[config.mk]
export PLATFORM = sky130hd
export DESIGN_NAME = wave_period_meter
export DESIGN_NICKNAME = d
export VERILOG_FILES = /design/src/rtl/wave_period_meter.sv
export SDC_FILE = /design/constraint.sdc
export NUM_CORES = 1
export LEC_CHECK = 0
export CAP_MARGIN = 20
export CORE_UTILIZATION = 59
export CTS_CLUSTER_DIAMETER = 40
export DETAILED_ROUTE_END_ITERATION = 8
export PLACE_DENSITY_LB_ADDON = 0.15
export SETUP_SLACK_MARGIN = 0.15
export SLEW_MARGIN = 20
export SYNTH_ARGS = -nofsm -noshare
export SYNTH_HDL_FRONTEND = slang
export SYNTH_SLANG_ARGS = --single-unit
[constraint.sdc]
create_clock -name clock -period 3.6 [get_ports clock]
set_input_delay 0.72 -clock clock [delete_from_list [all_inputs] [get_ports clock]]
set_output_delay 0.72 -clock clock [all_outputs]
set_load 0.005 [all_outputs]
[src/rtl/wave_period_meter.sv]
// Square-wave period meter: synchronizes a toggling input, detects rising edges and
// reports period and high time in clock cycles, with lock, sticky timeout and edge count.
module wave_period_meter #(
    parameter int WIDTH   = 16,
    parameter bit SYNC_EN = 1'b1
) (
    input  logic             clock,
    input  logic             reset_n,
    input  logic             sig_in,
    input  logic             clear,
    output logic [WIDTH-1:0] period_out,
    output logic [WIDTH-1:0] high_out,
    output logic             period_valid,
    output logic             locked,
    output logic             timeout,
    output logic [WIDTH-1:0] edge_count
);

    typedef enum logic [1:0] {
        ST_IDLE    = 2'd0,
        ST_MEASURE = 2'd1,
        ST_TIMEOUT = 2'd2
    } state_t;

    localparam logic [WIDTH-1:0] CNT_MAX = '1;
    localparam logic [WIDTH-1:0] CNT_ONE = WIDTH'(1);

    state_t           r_state, w_state_nxt;
    logic [WIDTH-1:0] r_cnt, w_cnt_nxt;
    logic [WIDTH-1:0] r_hcnt, w_hcnt_nxt;
    logic             r_high_run, w_high_run_nxt;
    logic [WIDTH-1:0] r_period, w_period_nxt;
    logic [WIDTH-1:0] r_high, w_high_nxt;
    logic             r_valid, w_valid_nxt;
    logic             r_locked, w_locked_nxt;
    logic             r_timeout, w_timeout_nxt;
    logic [WIDTH-1:0] r_edges, w_edges_nxt;
    logic             r_s_d;
    logic             w_s, w_rise, w_fall, w_start;

    generate
        if (SYNC_EN) begin : g_sync
            logic r_sync1, r_sync2;
            always_ff @(posedge clock or negedge reset_n) begin
                if (!reset_n) begin
                    r_sync1 <= 1'b0;
                    r_sync2 <= 1'b0;
                end else begin
                    r_sync1 <= sig_in;
                    r_sync2 <= r_sync1;
                end
            end
            assign w_s = r_sync2;
        end else begin : g_direct
            assign w_s = sig_in;
        end
    endgenerate

    assign w_rise = w_s & ~r_s_d;
    assign w_fall = ~w_s & r_s_d;

    always_comb begin
        // NOTE: every target gets a default before any branch, so no path leaves a latch.
        w_state_nxt    = r_state;
        w_cnt_nxt      = r_cnt;
        w_hcnt_nxt     = r_hcnt;
        w_high_run_nxt = r_high_run;
        w_period_nxt   = r_period;
        w_high_nxt     = r_high;
        w_valid_nxt    = 1'b0;
        w_locked_nxt   = r_locked;
        w_timeout_nxt  = r_timeout;
        w_edges_nxt    = r_edges;
        w_start        = 1'b0;

        if (clear) begin
            // Clear beats a simultaneous rise: that edge is simply dropped.
            w_state_nxt    = ST_IDLE;
            w_cnt_nxt      = '0;
            w_hcnt_nxt     = '0;
            w_high_run_nxt = 1'b0;
            w_period_nxt   = '0;
            w_high_nxt     = '0;
            w_locked_nxt   = 1'b0;
            w_timeout_nxt  = 1'b0;
            w_edges_nxt    = '0;
        end else begin
            case (r_state)
                ST_IDLE, ST_TIMEOUT: begin
                    if (w_rise) w_start = 1'b1;
                end
                ST_MEASURE: begin
                    if (w_rise) begin
                        w_period_nxt = r_cnt;
                        w_high_nxt   = r_hcnt;
                        w_valid_nxt  = 1'b1;
                        w_locked_nxt = 1'b1;
                        w_start      = 1'b1;
                    end else if (r_cnt == CNT_MAX) begin
                        w_state_nxt   = ST_TIMEOUT;
                        w_timeout_nxt = 1'b1;
                        w_locked_nxt  = 1'b0;
                    end else begin
                        w_cnt_nxt = r_cnt + CNT_ONE;
                        if (r_high_run && w_s) w_hcnt_nxt = r_hcnt + CNT_ONE;
                        if (w_fall) w_high_run_nxt = 1'b0;
                    end
                end
                default: w_state_nxt = ST_IDLE;
            endcase

            if (w_start) begin
                w_state_nxt    = ST_MEASURE;
                w_cnt_nxt      = CNT_ONE;
                w_hcnt_nxt     = CNT_ONE;
                w_high_run_nxt = 1'b1;
                w_edges_nxt    = r_edges + CNT_ONE;
            end
        end
    end

    // NOTE: state is updated with non-blocking assignments so every register sees pre-edge values.
    always_ff @(posedge clock or negedge reset_n) begin
        if (!reset_n) begin
            r_state    <= ST_IDLE;
            r_cnt      <= '0;
            r_hcnt     <= '0;
            r_high_run <= 1'b0;
            r_period   <= '0;
            r_high     <= '0;
            r_valid    <= 1'b0;
            r_locked   <= 1'b0;
            r_timeout  <= 1'b0;
            r_edges    <= '0;
            r_s_d      <= 1'b0;
        end else begin
            r_state    <= w_state_nxt;
            r_cnt      <= w_cnt_nxt;
            r_hcnt     <= w_hcnt_nxt;
            r_high_run <= w_high_run_nxt;
            r_period   <= w_period_nxt;
            r_high     <= w_high_nxt;
            r_valid    <= w_valid_nxt;
            r_locked   <= w_locked_nxt;
            r_timeout  <= w_timeout_nxt;
            r_edges    <= w_edges_nxt;
            r_s_d      <= w_s;
        end
    end

    assign period_out   = r_period;
    assign high_out     = r_high;
    assign period_valid = r_valid;
    assign locked       = r_locked;
    assign timeout      = r_timeout;
    assign edge_count   = r_edges;

endmodule

**Gate families picked out**

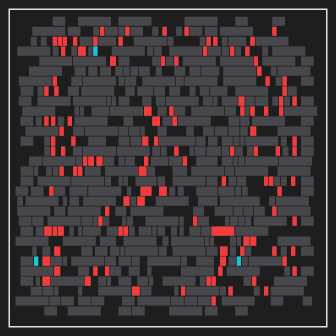
- cyan: inverters (cells 3)
- red: NAND gates (cells 113; where widely spread)
Layout Cells excl Fill: 578
Comb/total area: 36.61%

**Floorplan with the power grid**

Pins as bars on the die edge.
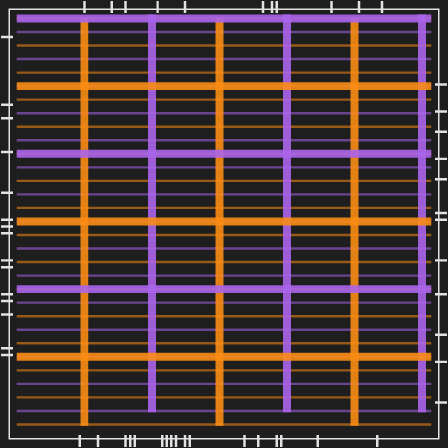
- orange: VSS
- purple: VDD
- met5 straps: 6
- met4 straps: 6
core area: 6794 sq um
die width: 86.02 microns
VDD IR-drop max: 0.2535 mV
Die Ht: 86.02 microns

-- power by group --
group	switching [mW]	internal (mW)
clock	0.363	0.362
sequential	0.00917	1.01
combinational	0.0647	0.0209
-- worst max-delay path, stage by stage (launching register included) --
cell and delay (ns):
dfrtp_1 0.45, nor2b_1 0.67, nand2_1 0.59, buf_4 0.39
nand2_1 0.10, a21oi_1 0.07
-- layout make-up --
cell class                 instances  share of cell area, %
sequential                        89                  44.81
multi-input combinational        314                  36.61
timing repair buffer              60                  11.63
clock buffer                      11                  3.046
tap                               96                  2.417
clock inverter                     5                  1.259
inverter                           3                 0.2266
-- metal layers --
| layer | vias up | GRT usage, % |
|---|---|---|
| met4 | 0 | 10.76 |
| met3 | 17 | 5.486 |
| met1 | 1589 | 34.61 |
| met2 | 76 | 42.14 |
| met5 | - | 0 |
| li1 | 1584 | - |
==> deck_impl_summary.md <==
Physical Implementation Snapshot

Run status
  – Outcome: complete, no violations

Global route
  – Initial antenna violation count: 0

Final timing
  – Unrepaired setup endpoints after global routing: no
  – Worst Clk Skew: 0.005969 ns
  – Post-route setup slack: 1.204 ns
  – Relative slew slack: 43.24%
  – Final Max Slew Viols: 0
  – TNS Setup: 0 ns
  – Fin crit period: 2.396 ns

Synth
  – Top comb family, area: simple AND/OR/NAND/NOR gates
  – Synth Area per Inst: 9.709 sq um
  – Post-synth EDFFs: 0
  – Xor/xnor share: 6.308%
  – Post-Syn Area: 4165 sq um
  – Top-area cell type share of the netlist area: 53.47%
  – Top FF cell, synth: dfrtp_1
  – Aoi share: 13.73%
  – Most common cell in the netlist: dfrtp_1

Finish
  – Synth-to-Final Area Change: 19.32%
  – Antenna diodes: 0
  – Final net count: 484
  – Flop area: 2227 sq um
  – Top cells excl fill/tap: 89 x dfrtp_1, 86 x nand2_1, 52 x clkdlybuf4s50_1, 49 x a21oi_1, 37 x nor2_1

Clock network
  – Clock slew at reported path FFs: 0.09 ns
  – CTS Buffer Depth: 2
  – Inserted Clock Buffers: 9
  – Setup bufs post-CTS: 0
  – Clock root buffer master: clkbuf_8

Pwr
  – Pwr Density: 367.4 nW/um^2

Routing
  – Antenna viol nets, final: 0
  – Pre-Repair DR Iteration Count: 4
  – DR WL/cell: 15.46 microns
  – Routed length on met1: 4.069 mm
  – DR WL met3: 344 microns

Placement
  – Post-DP HPWL: 6.081 mm
  – DP Cell Count: 562
  – Placed Area: 4756 sq um

Hold path
  – Hold WC Path Type: in2async

Floorplanning
  – I/O pin total: 55

Flow run
  – Tool warnings: 26
  – Max_cap viols: 0

Setup path
  – CP Launch Point: g_sync.r_sync2$_DFF_PN0_
  – Crit path DRT: 3.82 ns
  – Max FO, Critical Path: 20
Power is estimated from default activity; no workload was simulated.
